**Run 1: M1 wires**

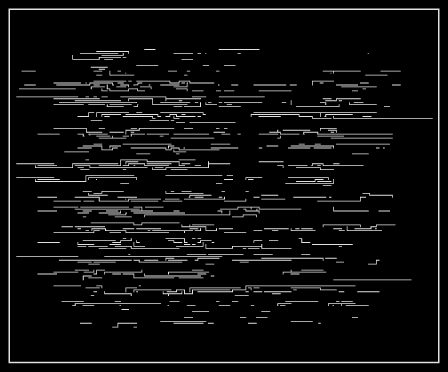
**Run 1: met2 routing**

The bar under the picture is 20 um long. Cells faint in the background.
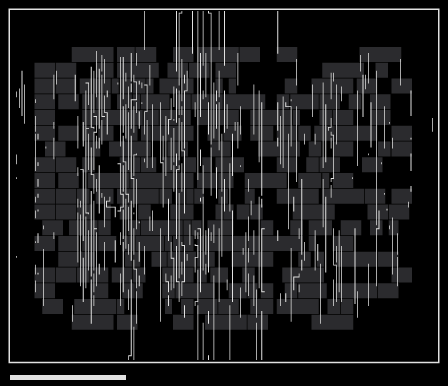
**Run 1: metal 3**

The bar under the picture is 20 um long.
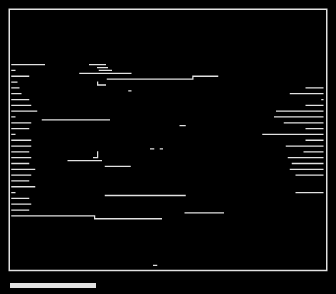
**config.mk**
```make
export PLATFORM = sky130hd
export DESIGN_NAME = ram_port_arbiter_flat
export DESIGN_NICKNAME = d
export VERILOG_FILES = /design/src/rtl/ram_arb_pkg.sv /design/src/rtl/ram_port_arbiter_if.sv /design/src/rtl/ram_rd_return.sv /design/src/rtl/ram_port_arbiter.sv /design/src/flat_wrapper.sv
export SDC_FILE = /design/constraint.sdc
export NUM_CORES = 1
export LEC_CHECK = 0
export CORE_ASPECT_RATIO = 0.8
export CORE_MARGIN = 4
export CORE_UTILIZATION = 42
export DETAILED_ROUTE_END_ITERATION = 8
export GPL_TIMING_DRIVEN = 0
export PLACE_DENSITY = 0.8
export SYNTH_ARGS = -nofsm -noshare
export SYNTH_HDL_FRONTEND = slang
export SYNTH_HIERARCHICAL = 1
export SYNTH_SLANG_ARGS = --single-unit
```
**constraint.sdc**
```tcl
create_clock -name clk -period 1.95 [get_ports clk]
set_input_delay 0.39 -clock clk [delete_from_list [all_inputs] [get_ports clk]]
set_output_delay 0.39 -clock clk [all_outputs]
set_load 0.01 [all_outputs]
```
**src/rtl/ram_arb_pkg.sv**
```systemverilog
// Shared defaults, FSM state encoding and read-return tag type for the RAM port arbiter.
package ram_arb_pkg;

  localparam int unsigned ADDR_W_DEF = 8;
  localparam int unsigned DATA_W_DEF = 4;

  typedef enum logic [1:0] {
    IDLE     = 2'd0,
    LOCKED_0 = 2'd1,
    LOCKED_1 = 2'd2
  } arb_state_e;

  // One stage of the read owner pipeline: a read is in flight and who issued it.
  typedef struct packed {
    logic vld;
    logic own;
  } rd_tag_t;

endpackage

```
**src/rtl/ram_port_arbiter_if.sv**
```systemverilog
// Two-requester RAM access bus plus the RAM command/return side.
interface ram_port_arbiter_if
  import ram_arb_pkg::*;
#(
  parameter int unsigned ADDR_W = ADDR_W_DEF,
  parameter int unsigned DATA_W = DATA_W_DEF
);

  logic              req0;
  logic              lock0;
  logic              wr0;
  logic [ADDR_W-1:0] addr0;
  logic [DATA_W-1:0] wdata0;
  logic              gnt0;
  logic              rvalid0;
  logic [DATA_W-1:0] rdata0;

  logic              req1;
  logic              lock1;
  logic              wr1;
  logic [ADDR_W-1:0] addr1;
  logic [DATA_W-1:0] wdata1;
  logic              gnt1;
  logic              rvalid1;
  logic [DATA_W-1:0] rdata1;

  logic              ram_cs;
  logic              ram_wr;
  logic              ram_rd;
  logic [ADDR_W-1:0] ram_addr;
  logic [DATA_W-1:0] ram_data_in;
  logic [DATA_W-1:0] ram_data_out;

  // Requester side; also supplies the RAM read data.
  modport master (
    output req0, lock0, wr0, addr0, wdata0,
    output req1, lock1, wr1, addr1, wdata1,
    input  gnt0, rvalid0, rdata0,
    input  gnt1, rvalid1, rdata1,
    input  ram_cs, ram_wr, ram_rd, ram_addr, ram_data_in,
    output ram_data_out
  );

  // Arbiter side.
  modport slave (
    input  req0, lock0, wr0, addr0, wdata0,
    input  req1, lock1, wr1, addr1, wdata1,
    output gnt0, rvalid0, rdata0,
    output gnt1, rvalid1, rdata1,
    output ram_cs, ram_wr, ram_rd, ram_addr, ram_data_in,
    input  ram_data_out
  );

endinterface

```
**src/rtl/ram_rd_return.sv**
```systemverilog
// Tracks which requester owns each in-flight read and steers RAM data back to it.
module ram_rd_return
  import ram_arb_pkg::*;
#(
  parameter int unsigned DATA_W = DATA_W_DEF
) (
  input  logic              clk,
  input  logic              rst,
  input  logic              rd_xfer,
  input  logic              rd_own,
  input  logic [DATA_W-1:0] ram_data_out,
  output logic              rvalid0,
  output logic              rvalid1,
  output logic [DATA_W-1:0] rdata0,
  output logic [DATA_W-1:0] rdata1
);

  rd_tag_t tag1_q;
  rd_tag_t tag2_q;

  // Stage 1 aligns with the RAM strobe, stage 2 with the RAM sampling edge.
  always_ff @(posedge clk) begin
    if (rst) begin
      tag1_q <= '0;
      tag2_q <= '0;
    end else begin
      tag1_q.vld <= rd_xfer;
      tag1_q.own <= rd_own;
      tag2_q     <= tag1_q;
    end
  end

  // Capture RAM data into the owner's register and pulse its rvalid for one cycle.
  always_ff @(posedge clk) begin
    if (rst) begin
      rvalid0 <= 1'b0;
      rvalid1 <= 1'b0;
      rdata0  <= '0;
      rdata1  <= '0;
    end else begin
      rvalid0 <= tag2_q.vld & ~tag2_q.own;
      rvalid1 <= tag2_q.vld & tag2_q.own;
      if (tag2_q.vld && !tag2_q.own) rdata0 <= ram_data_out;
      if (tag2_q.vld && tag2_q.own)  rdata1 <= ram_data_out;
    end
  end

endmodule

```
**src/rtl/ram_port_arbiter.sv**
```systemverilog
// Round-robin arbiter with ownership lock sharing one synchronous RAM between two requesters.
module ram_port_arbiter
  import ram_arb_pkg::*;
#(
  parameter int unsigned ADDR_W = ADDR_W_DEF,
  parameter int unsigned DATA_W = DATA_W_DEF
) (
  input  logic              clk,
  input  logic              rst,
  ram_port_arbiter_if.slave bus
);

  arb_state_e        state_q;
  arb_state_e        state_d;
  logic              ptr_q;
  logic              ptr_d;
  logic              gnt0_c;
  logic              gnt1_c;
  logic              xfer_c;
  logic              wr_sel_c;
  logic [ADDR_W-1:0] addr_sel_c;
  logic [DATA_W-1:0] wdata_sel_c;

  logic              ram_cs_q;
  logic              ram_wr_q;
  logic              ram_rd_q;
  logic [ADDR_W-1:0] ram_addr_q;
  logic [DATA_W-1:0] ram_data_in_q;

  // Grant decision and next state; no grant is ever issued while in reset.
  always_comb begin
    state_d = state_q;
    ptr_d   = ptr_q;
    gnt0_c  = 1'b0;
    gnt1_c  = 1'b0;
    if (!rst) begin
      case (state_q)
        IDLE: begin
          if (bus.req0 && (!bus.req1 || !ptr_q)) begin
            gnt0_c = 1'b1;
            ptr_d  = 1'b1;
            if (bus.lock0) state_d = LOCKED_0;
          end else if (bus.req1) begin
            gnt1_c = 1'b1;
            ptr_d  = 1'b0;
            if (bus.lock1) state_d = LOCKED_1;
          end
        end
        LOCKED_0: begin
          gnt0_c = bus.req0;
          if (!bus.req0 || !bus.lock0) state_d = IDLE;
        end
        LOCKED_1: begin
          gnt1_c = bus.req1;
          if (!bus.req1 || !bus.lock1) state_d = IDLE;
        end
        default: state_d = IDLE;
      endcase
    end
  end

  // Arbitration state and round-robin pointer.
  always_ff @(posedge clk) begin
    if (rst) begin
      state_q <= IDLE;
      ptr_q   <= 1'b0;
    end else begin
      state_q <= state_d;
      ptr_q   <= ptr_d;
    end
  end

  assign xfer_c      = gnt0_c | gnt1_c;
  assign wr_sel_c    = gnt1_c ? bus.wr1    : bus.wr0;
  assign addr_sel_c  = gnt1_c ? bus.addr1  : bus.addr0;
  assign wdata_sel_c = gnt1_c ? bus.wdata1 : bus.wdata0;

  // RAM command register: strobes for one cycle per transfer, address/data held otherwise.
  always_ff @(posedge clk) begin
    if (rst) begin
      ram_cs_q      <= 1'b0;
      ram_wr_q      <= 1'b0;
      ram_rd_q      <= 1'b0;
      ram_addr_q    <= '0;
      ram_data_in_q <= '0;
    end else begin
      ram_cs_q <= xfer_c;
      ram_wr_q <= xfer_c & wr_sel_c;
      ram_rd_q <= xfer_c & ~wr_sel_c;
      if (xfer_c) begin
        ram_addr_q    <= addr_sel_c;
        ram_data_in_q <= wdata_sel_c;
      end
    end
  end

  // Read data return path.
  ram_rd_return #(
    .DATA_W(DATA_W)
  ) u_rd_return (
    .clk         (clk),
    .rst         (rst),
    .rd_xfer     (xfer_c & ~wr_sel_c),
    .rd_own      (gnt1_c),
    .ram_data_out(bus.ram_data_out),
    .rvalid0     (bus.rvalid0),
    .rvalid1     (bus.rvalid1),
    .rdata0      (bus.rdata0),
    .rdata1      (bus.rdata1)
  );

  assign bus.gnt0        = gnt0_c;
  assign bus.gnt1        = gnt1_c;
  assign bus.ram_cs      = ram_cs_q;
  assign bus.ram_wr      = ram_wr_q;
  assign bus.ram_rd      = ram_rd_q;
  assign bus.ram_addr    = ram_addr_q;
  assign bus.ram_data_in = ram_data_in_q;

endmodule
```
**src/flat_wrapper.sv**
```systemverilog
// flat-port wrapper written by rule: the top's interface ports become plain ports
module ram_port_arbiter_flat import ram_arb_pkg::*;
#(
  parameter int unsigned ADDR_W = ADDR_W_DEF,
  parameter int unsigned DATA_W = DATA_W_DEF
)
  (clk, rst, bus_req0, bus_lock0, bus_wr0, bus_addr0, bus_wdata0, bus_req1, bus_lock1, bus_wr1, bus_addr1, bus_wdata1, bus_gnt0, bus_rvalid0, bus_rdata0, bus_gnt1, bus_rvalid1, bus_rdata1, bus_ram_cs, bus_ram_wr, bus_ram_rd, bus_ram_addr, bus_ram_data_in, bus_ram_data_out);
  ram_port_arbiter_if #(.ADDR_W(ADDR_W), .DATA_W(DATA_W)) bus_i ();
  input  logic clk;
  input  logic rst;
  input wire logic [$bits(bus_i.req0)-1:0] bus_req0;
  input wire logic [$bits(bus_i.lock0)-1:0] bus_lock0;
  input wire logic [$bits(bus_i.wr0)-1:0] bus_wr0;
  input wire logic [$bits(bus_i.addr0)-1:0] bus_addr0;
  input wire logic [$bits(bus_i.wdata0)-1:0] bus_wdata0;
  input wire logic [$bits(bus_i.req1)-1:0] bus_req1;
  input wire logic [$bits(bus_i.lock1)-1:0] bus_lock1;
  input wire logic [$bits(bus_i.wr1)-1:0] bus_wr1;
  input wire logic [$bits(bus_i.addr1)-1:0] bus_addr1;
  input wire logic [$bits(bus_i.wdata1)-1:0] bus_wdata1;
  output wire logic [$bits(bus_i.gnt0)-1:0] bus_gnt0;
  output wire logic [$bits(bus_i.rvalid0)-1:0] bus_rvalid0;
  output wire logic [$bits(bus_i.rdata0)-1:0] bus_rdata0;
  output wire logic [$bits(bus_i.gnt1)-1:0] bus_gnt1;
  output wire logic [$bits(bus_i.rvalid1)-1:0] bus_rvalid1;
  output wire logic [$bits(bus_i.rdata1)-1:0] bus_rdata1;
  output wire logic [$bits(bus_i.ram_cs)-1:0] bus_ram_cs;
  output wire logic [$bits(bus_i.ram_wr)-1:0] bus_ram_wr;
  output wire logic [$bits(bus_i.ram_rd)-1:0] bus_ram_rd;
  output wire logic [$bits(bus_i.ram_addr)-1:0] bus_ram_addr;
  output wire logic [$bits(bus_i.ram_data_in)-1:0] bus_ram_data_in;
  input wire logic [$bits(bus_i.ram_data_out)-1:0] bus_ram_data_out;
  assign bus_i.req0 = bus_req0;
  assign bus_i.lock0 = bus_lock0;
  assign bus_i.wr0 = bus_wr0;
  assign bus_i.addr0 = bus_addr0;
  assign bus_i.wdata0 = bus_wdata0;
  assign bus_i.req1 = bus_req1;
  assign bus_i.lock1 = bus_lock1;
  assign bus_i.wr1 = bus_wr1;
  assign bus_i.addr1 = bus_addr1;
  assign bus_i.wdata1 = bus_wdata1;
  assign bus_gnt0 = bus_i.gnt0;
  assign bus_rvalid0 = bus_i.rvalid0;
  assign bus_rdata0 = bus_i.rdata0;
  assign bus_gnt1 = bus_i.gnt1;
  assign bus_rvalid1 = bus_i.rvalid1;
  assign bus_rdata1 = bus_i.rdata1;
  assign bus_ram_cs = bus_i.ram_cs;
  assign bus_ram_wr = bus_i.ram_wr;
  assign bus_ram_rd = bus_i.ram_rd;
  assign bus_ram_addr = bus_i.ram_addr;
  assign bus_ram_data_in = bus_i.ram_data_in;
  assign bus_i.ram_data_out = bus_ram_data_out;
  ram_port_arbiter #(.ADDR_W(ADDR_W), .DATA_W(DATA_W)) u_core (.clk(clk), .rst(rst), .bus(bus_i));
endmodule
```
==> summary.txt, run 1 <==
Implementation results. The run finished with clean final reports. Number of violations reported at the end of detailed-routing iteration 0 landed at 50. Cell area after layout landed at 2240 um2. Count of H-tree levels built during CTS landed at 2. Worst-path maximum fanout landed at 3.

Global-route wire length before repair landed at 6.44 mm. The longest clock path from root to sink contains 2 buffers. Number of design rule violations left after detail routing landed at 0. Number of rows in the core area landed at 18. The net count of the finished layout is 259.

met3 track demand over resource after global routing is 7.45%. The worst hold path terminates at u_core/u_rd_return/tag2_q[1]. Counting pins that exceed their max-slew limit in the final report gives 0.

Total combinational power landed at 312 uW. Among the non-sequential cells, AND-OR/OR-AND gates take the most area. Total of flip-flops plus latches after synthesis landed at 32. Looking at area per cell type in the netlist, the leader is dfxtp_1. By count the netlist is led by 32 x dfxtp_1, 15 x and3_1, 15 x nand2b_1.

Overall global routing resource usage landed at 19.2%. Summed over all nets, the half-perimeter wirelength after detailed placement is 2.93 mm. In the post-route report, total wirelength is listed as 3.88 mm. The worst setup path is of the in -> out kind. The slowest stage of the critical path belongs to the cell clkdlybuf4s50_1. Maximum achievable frequency landed at 0.528 GHz.

Aoi/oai-family share of the synthesized area landed at 21.0%. In this run the post-CTS setup repair buffer count came out at 0. Hold analysis shows the worst path with a depth of 1. Net switching power landed at 398 uW. The layer flagged by global routing as most heavily used is met2.

Once the clock tree was built, the resizer swapped 15 gates to a different size. TritonCTS built the clock tree. Peak per-stage delay on the critical path landed at 0.54 ns. The synthesized netlist handed to floorplanning was reported with a cell count of 155. Count of cells along the worst register-to-register path landed at 5.

For this run, asynchronously set or reset flops after synthesis account for 0%. For the pin with the worst max-slew slack, the measured transition is 0.469 ns. In this run, the synthesized area fraction spent on xor and xnor cells is recorded as 0%.

Number of non-filler instances in the completed layout landed at 264. The worst setup path is launched from a primary input. Number of nets at floorplan landed at 191.

Post-route core utilization landed at 70.1%. Final worst setup slack landed at 0.0564 ns. Clock network power consumption landed at 626 uW.

Summing the areas of all fa, ha and maj instances in the mapped netlist gives 0% of the synthesized area. The root buffer cell chosen for the clock tree is clkbuf_8. In this run the critical register-to-register path is launched from u_core/ptr_q. Dividing the detail-routed via count by the number of cells gives 5.22. The layout report lists the multi-input gate area as 701 um2. Clock buffer count from CTS landed at 5.

Sequential cell area landed at 641 um2. The final timing report counts setup violations totalling 0. Cts-stage hold buffer count landed at 0. Part of the power in the clock network landed at 38.0%.

Wire length on met1 landed at 1.68 mm. Area overhead of the layout relative to synthesis landed at 53.8%. The worst-case max-slew headroom was logged as 68.7%. Number of cells in Yosys stat landed at 155. In this run switching power makes up 24.1% of total power. The type recorded for the worst min-delay path is reg -> reg. The number of global-route vias before repair is 1504. Peak supply drop landed at 0.429 mV.

The post-synth count of flops with an enable pin is 0. Per the OpenROAD floorplan log, the width of the die is 73.9 um.
-- 'M1 wires' (at the start) --
longest straight run: 21.2 um
wire length on this layer: 1680 um
share of all routed wire: 43%
main direction: horizontal

-- 'met2 routing' (at the start) --
share of all routed wire: 45%
wire length on this layer: 1750 um
main direction: vertical

-- 'metal 3' (at the start) --
main direction: horizontal
longest straight run: 20.0 um
share of all routed wire: 9.2%
nets with wire on the layer: 53
wire length on this layer: 357 um

## run 1: critical path, delay by kind of cell
kind	cells	cell delay, ns
AND/OR/NAND/NOR	2	0.35
buffers and inverters	2	0.77
## run 1: registers in the layout (all words and copies together), names as in the netlist
signal	flops
u_core/u_rd_return/tag1_q	2
u_core/u_rd_return/rvalid1	1
u_core/bus.ram_data_in	4
u_core/u_rd_return/tag2_q	2
u_core/bus.ram_rd	1
u_core/bus.ram_addr	8
u_core/bus.ram_wr	1
u_core/bus.ram_cs	1
u_core/u_rd_return/rvalid0	1
u_core/u_rd_return/rdata1	4
u_core/u_rd_return/rdata0	4
u_core/state_q	2
u_core/ptr_q	1
## run 1: cell usage in the layout (no fill, tap or decap), types with 2 or more instances in the layout
cell type,instances
dfxtp_1,32
clkbuf_1,4
a31oi_1,12
nand2_1,2
inv_1,14
buf_6,4
nand2b_1,14
mux2i_1,8
nor2_1,2
o31a_1,12
and3_1,15
clkbuf_8,5
buf_2,6
and2_1,2
clkdlybuf4s50_1,58
a21oi_1,2
o21ai_0,2
nor2b_1,4
a21boi_0,12
## run 1: layout make-up
class / count / share of cell area, %
multi-input cells: 96 / 31.2
plain buffers: 12 / 3.63
well taps: 40 / 2.23
flip-flops and latches: 32 / 28.6
clock inverters: 2 / 1.56
inverters: 14 / 2.34
clock buffers: 6 / 3.23
repair buffers: 62 / 27.2
## run 1: worst max-delay path by stage
stage | end | slack, ns | start
2_1_floorplan | bus_gnt1 | 0.38 | rst
3_3_place_gp | bus_gnt1 | -0.79 | rst
3_5_place_dp | bus_gnt1 | -0.82 | rst
6_report | bus_gnt1 | 0.06 | bus_req0
4_1_cts | bus_gnt0 | -0.0007 | bus_req0
5_1_grt | bus_gnt1 | -0.01 | bus_req0
==> run 2: changes to the inputs <==
--- a/config.mk
+++ b/config.mk
@@ -5,6 +5,7 @@
 export SDC_FILE = /design/constraint.sdc
 export NUM_CORES = 1
 export LEC_CHECK = 0
+export CAP_MARGIN = 20
 export CORE_ASPECT_RATIO = 0.8
 export CORE_MARGIN = 4
 export CORE_UTILIZATION = 42
==> run 2 against run 1 <==
Effect of this change:
- worst hold slack is the same
- non-clock buffer count unchanged
- power unchanged
- global-route usage unchanged
- synthesized area is the same
- synthesized cell count unchanged
- design area unchanged
- clock skew unchanged
- critical endpoint unchanged
- largest cell class unchanged
- highest routed layer unchanged
==> summary.txt, run 2 <==
Implementation results. The run finished with clean final reports. Number of nets at floorplan landed at 191. For reference, the final report shows the hold violation count at 0.

The worst hold path belongs to the class reg -> reg. The end-of-flow timing check tallies setup violations at 0. The largest part of the power goes to sequential cells. Per the CTS log, the buffer count on the longest clock path is 2.

The report puts the cell count of the worst reg-to-reg path at 5. For reference, the critical path is captured by bus_gnt1. The launch point of the worst register-to-register path is recorded as u_core/ptr_q. Peak supply drop landed at 0.429 mV. The first global-routing pass estimated 6.44 mm of wire. Per the CTS log, the root buffer master is clkbuf_8. Tally of nets with antenna violations remaining after routing landed at 0. Walking the critical path from launch to capture passes 4 cell instances. Slew of the pin with the lowest slew margin landed at 0.469 ns. The worst setup path is launched from a primary input. The flow reports power dissipated in combinational cells as 312 uW.

Post-synth tally of flip-flops with integrated enable landed at 0. The register with the most flip-flops in the layout has 8 of them. Per the synthesis report, the dominant area consumer among library cells is dfxtp_1. Number of cells in Yosys stat landed at 155.

Clock buffer count from CTS landed at 5. The top cell type in the final layout, fill and taps aside, is clkdlybuf4s50_1. For this design, the slowest cell found on the critical path is clkdlybuf4s50_1. For reference, compound AND-OR and OR-AND cells occupy 21.0% of the area reported after synthesis. Overall global routing resource usage landed at 19.2%.

After synthesis, flip-flops and latches occupy 43.9% of the total area. Summing all multi-input logic gate instances after layout gives 701 um2. Counting instances in the post-synthesis netlist gives the leading cell types as 32 x dfxtp_1, 15 x and3_1, 15 x nand2b_1.

Number of nets in the layout landed at 259. For reference, the critical path is launched at bus_req0. The synthesized design contains 32 register bits. Per the log, the first TritonRoute iteration ended with a DRC count of 50.

Sequential cell area landed at 641 um2. The final antenna diode tally reported by the flow is 0. After the flow finishes, the layout carries non-filler instances totaling 264. Per the slew report, the remaining headroom to the max-slew limit stands at 68.7%.

Counting pins that exceed their max-slew limit in the final report gives 0. Total placed cells including tap cells landed at 257. After clock tree synthesis, the flow added hold-fix buffers numbering 0. Post-route core utilization landed at 70.1%. The H-tree was split into 2 levels.

Looking at the setup timing report, the critical path kind is in -> out. The synthesized netlist devotes 0% of its cell area to XOR and XNOR gates. Async set-reset flop share out of synthesis landed at 0%. In the layout the commonest cells are 58 x clkdlybuf4s50_1, 32 x dfxtp_1, 15 x and3_1. TritonCTS built the clock tree. Final worst setup slack landed at 0.0564 ns. Share of total power consumed by net switching landed at 24.1%.

Number of buffer and inverter stages on the critical path landed at 2. Floorplan die area landed at 4490 um2. Looking at the cell usage after synthesis, the top flip-flop cell is dfxtp_1. The number of global-route vias before repair came to 1504. Net switching power landed at 398 uW. Average detailed-routed wire length per instance landed at 14.7 um. The synthesis run identifies the leading combinational cell family as AND-OR/OR-AND gates. Maximum achievable frequency landed at 0.528 GHz. Peak per-stage delay on the critical path landed at 0.54 ns.

After legalization and detailed placement, the total HPWL measured 2.93 mm. Number of design rule violations left after detail routing landed at 0. During synthesis, Yosys emitted a total of 6 warnings.

Leakage power of the design landed at 0.000950 uW. The flow reports power dissipated in the clock network as 626 uW. Via-per-instance ratio landed at 5.22. The clock network is responsible for 38.0% of the overall power.

The finished cells cover 2240 um2. Measured along the x axis, the die boundary spans 73.9 um. Grouping stages by cell kind, the critical path spends the most delay in buffers and inverters. According to the floorplan log, the row count is 18.

Area overhead of the layout relative to synthesis landed at 53.8%. Per the synthesis report, the adder-cell share of the synthesized area is 0%. Counting every instance in the synthesized netlist gives 155.
## run 2: logic make-up (layout without fill, tap and decap cells)
family	Yosys count	count (layout)
DFF	32	32
AOI/OAI and AO/OA	42	42
muxes	8	8
and+or+nand+nor	46	46
buffers and inverters	27	96
## run 2: per-layer routing
layer	routed length, um	up-vias	GRT usage (%)
met5	0	-	0
met4	92	0	10.1
met3	357	10	7.45
met2	1750	69	31.4
met1	1680	625	21.9
li1	-	675	-
## run 2: repair_timing
item	in CTS	in global routing
setup endpoints to repair	16	2
gates resized	15	3
pin swaps	0	1
setup buffers	0	0
## run 2: area by class of cell
cell class / instances / share of cell area [%]
multi-input combinational: 96 / 31.2
sequential: 32 / 28.6
timing repair buffer: 62 / 27.2
buffer: 12 / 3.63
clock buffer: 6 / 3.23
inverter: 14 / 2.34
tap: 40 / 2.23
clock inverter: 2 / 1.56
## run 2: how the worst min path moves through the flow
| stage | startpoint | end | slack [ns] | cells after the start |
|---|---|---|---|---|
| 6_report | u_core/u_rd_return/tag1_q[1] | u_core/u_rd_return/tag2_q[1] | 0.45 | 1 |
| 3_3_place_gp | u_core/u_rd_return/tag1_q[1] | u_core/u_rd_return/tag2_q[1] | 0.42 | 1 |
| 2_1_floorplan | u_core/u_rd_return/tag1_q[0] | u_core/u_rd_return/tag2_q[0] | 0.41 | 1 |
| 3_5_place_dp | u_core/u_rd_return/tag1_q[1] | u_core/u_rd_return/tag2_q[1] | 0.43 | 1 |
| 5_1_grt | u_core/u_rd_return/tag1_q[1] | u_core/u_rd_return/tag2_q[1] | 0.47 | 1 |
| 4_1_cts | u_core/u_rd_return/tag1_q[1] | u_core/u_rd_return/tag2_q[1] | 0.45 | 1 |
**Run 2: met2 routing**

The bar under the picture is 20 um long. Cells faint in the background.
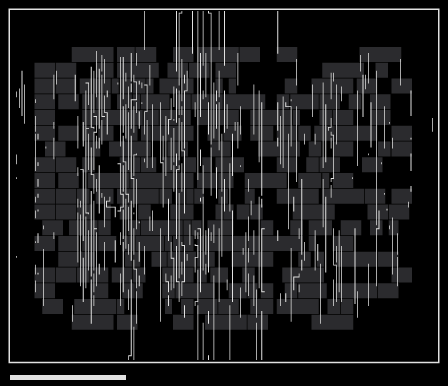
routed wire length: 3.88 mm
via count: 1379

**Run 2: layout detail**

The bar under the picture is 5 um long. Window x 8 to 28, y 36 to 56 um. Cells in gray, sequential cells in the stronger gray; small squares are vias.
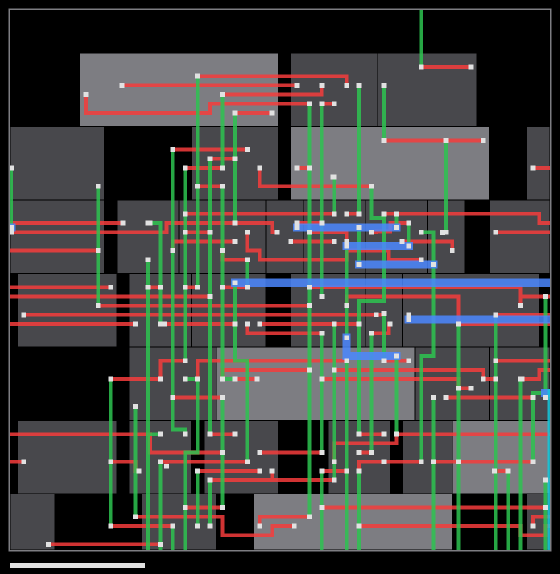
[green] met2
[red] met1
[cyan] met4
[blue] met3
sequential cells in the window: 4
netlist names of flops here include: u_core/bus.ram_addr (3), u_core/bus.ram_data_in (1)
most frequent: clkdlybuf4s50_1 (6), a21boi_0 (5), o31a_1 (5)
cells with their middle in the window: 31

==> run 3: changes to the inputs <==
--- a/config.mk
+++ b/config.mk
@@ -9,6 +9,7 @@
 export CORE_ASPECT_RATIO = 0.8
 export CORE_MARGIN = 4
 export CORE_UTILIZATION = 42
+export CTS_CLUSTER_SIZE = 30
 export DETAILED_ROUTE_END_ITERATION = 8
 export GPL_TIMING_DRIVEN = 0
 export PLACE_DENSITY = 0.8
==> run 3 against run 2 <==
Effect of this change:
- sequential share of layout area is the same
- register-to-register slack about the same
- cell count stayed put
- critical path type unchanged
- highest routed layer unchanged
- synthesized cell count is the same
- critical path depth is the same
- largest power group unchanged
- wire length unchanged
- clock skew stayed put
==> summary.txt, run 3 <==
Implementation results. TritonCTS created 5 clock buffers. The worst setup path is of the in -> out kind. Tally of yosys warning messages landed at 6. Adder-cell share of the synthesized area landed at 0%. The number of setup buffers added after CTS is 0. Die extent in y landed at 60.7 um.

TritonCTS built the clock tree. The OpenROAD report gives the critical path a data arrival time of 1.50 ns. After Yosys synthesis, AND-OR and OR-AND compound gates account for 21.0% of the synthesized area. Half-perimeter wire length of the detailed placement result landed at 2.93 mm. For this run, the script counts the antenna cells in the layout as 0.

STA classifies the critical path startpoint as a primary input. Looking at the clock tree report, the root buffer type is clkbuf_8. According to the hold report, the worst path is of the reg -> reg type. Post-detailed-routing wire length landed at 3.88 mm. Maximum number of pins on one net before global-route repair landed at 11. The number of gates resized after CTS was 15. The run finished with clean final reports. Leakage power of the design landed at 0.000950 uW.

Sequential-to-total area share from yosys stat landed at 43.9%. The capture point of the critical path was reported as bus_gnt1. Power comes to 1650 uW. According to the timing report, the critical path is launched from bus_req0. Cts-stage hold buffer count landed at 0. For the worst reg-to-reg path, the startpoint reported by OpenROAD is u_core/ptr_q. Setup violation total in the final timing report landed at 0. The finished layout holds 264 standard cells, fillers aside. Total number of vias landed at 1379. Total of flip-flops plus latches after synthesis landed at 32. Timing analysis after detailed placement gives a worst setup slack of -0.821 ns. In the synthesized netlist the dominant register cell turns out to be dfxtp_1. The final max-slew violation count recorded for this run is 0. Global-route wire length before repair landed at 6.44 mm. Headroom to the max-slew limit came out at 68.7%. Count of H-tree levels built during CTS landed at 2.

Once placement completed, the tool counted placed cells totaling 257. The chip occupies 4490 um2. Per the power-grid run, VDD falls by no more than 0.429 mV. Maximum buffer depth of the clock tree landed at 2. The layout stage reports a final design area of 2240 um2. Number of design rule violations left after detail routing landed at 0. Relative to the synthesized area, the layout overhead comes to 53.8%. Based on the critical path, the design can be clocked at up to 0.528 GHz. The top cell type in the final layout, fill and taps aside, is clkdlybuf4s50_1. Final count of hold timing violations landed at 0. After synthesis, the most frequently instantiated cells are 32 x dfxtp_1, 15 x and3_1, 15 x nand2b_1. Number of violations reported at the end of detailed-routing iteration 0 landed at 50. Count of cells along the worst register-to-register path landed at 5.

Looking at area per cell type in the netlist, the leader is dfxtp_1. In the global route stage, overall resource usage came out at 19.2%. The routed design shows a wire length per standard cell of 14.7 um. The synthesized design contains 0 enable-type register cells. Of the total power, the share spent switching nets is 24.1%. The script logs the ratio of routed vias to standard cells as 5.22.

Tally of nets with antenna violations remaining after routing landed at 0. Number of cells in Yosys stat landed at 155. Among the non-sequential cells, AND-OR/OR-AND gates take the most area. Number of nets at floorplan landed at 191. Die width landed at 73.9 um. Summed over all failing endpoints, the final setup total negative slack is 0 ns. Of all nets on the critical path, the largest fanout is 3. Number of nets in the layout landed at 259. Of the total power, combinational logic draws 18.9%.

Worst hold slack after final layout landed at 0.454 ns. Number of rows in the core area landed at 18. Part of the power in the clock network landed at 38.0%.

Xor and xnor fraction of the mapped netlist area landed at 0%. Number of warnings in the stage logs landed at 27. After technology mapping, the gate count stands at 155. The critical path endpoint has a required time of 1.56 ns. Number of global-route vias before repair landed at 1504. Slew of the pin with the lowest slew margin landed at 0.469 ns. Flip-flop count of the largest register after layout landed at 8. The power report puts the net switching power at 398 uW.
-- run 3: power groups by stage --
stage / Sequential (uW) / Combinational, uW / Clock, uW
2_1_floorplan: 736 / 128 / 0
3_3_place_gp: 723 / 302 / 0
4_1_cts: 711 / 312 / 633
5_1_grt: 714 / 341 / 669
3_5_place_dp: 724 / 311 / 0
6_report: 711 / 312 / 626
-- run 3: per-layer routing --
layer	global-route usage [%]	wire [um]	vias up	share of wire, %
li1	-	-	675	-
met1	21.9	1680	625	43
met2	31.4	1750	69	45
met3	7.45	357	10	9.2
met4	10.1	92	0	2.4
met5	0	0	-	0
-- run 3: how the worst min path moves through the flow --
stage                                      start  cells after the start                      endpoint
detailed placement  u_core/u_rd_return/tag1_q[1]                      1  u_core/u_rd_return/tag2_q[1]
global route        u_core/u_rd_return/tag1_q[1]                      1  u_core/u_rd_return/tag2_q[1]
CTS                 u_core/u_rd_return/tag1_q[1]                      1  u_core/u_rd_return/tag2_q[1]
global placement    u_core/u_rd_return/tag1_q[1]                      1  u_core/u_rd_return/tag2_q[1]
finish              u_core/u_rd_return/tag1_q[1]                      1  u_core/u_rd_return/tag2_q[1]
floorplan           u_core/u_rd_return/tag1_q[0]                      1  u_core/u_rd_return/tag2_q[0]
-- run 3: area by class of cell --
type,instances,area [um2],share of cell area (%)
clock inverter,2,35.0,1.56
multi-input combinational,96,701,31.2
timing repair buffer,62,611,27.2
inverter,14,52.6,2.34
sequential,32,641,28.6
buffer,12,81.3,3.63
clock buffer,6,72.6,3.23
tap,40,50.0,2.23
-- run 3: critical path, cell delays in order --
cell and delay, ns:
clkdlybuf4s50_1 0.54, nor3b_2 0.28, nor2_2 0.07, clkdlybuf4s15_2 0.23
**Run 3: metal 3**

The bar under the picture is 20 um long.
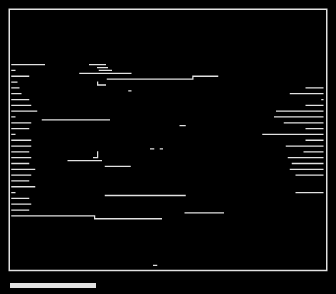
longest straight run: 20.0 um
nets with wire on the layer: 53
main direction: horizontal

**Run 3: met2 routing**

The bar under the picture is 20 um long. Cells faint in the background.
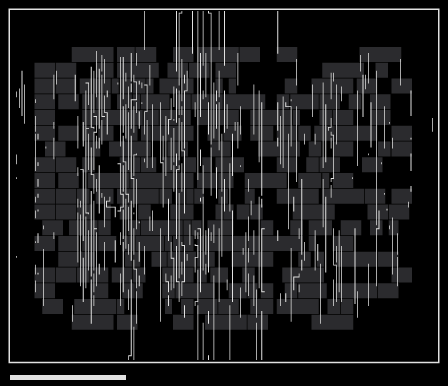
nets with wire on the layer: 217
wire length on this layer: 1750 um
longest straight run: 29.0 um
share of all routed wire: 45%
main direction: vertical

Power is estimated from default activity; no workload was simulated.
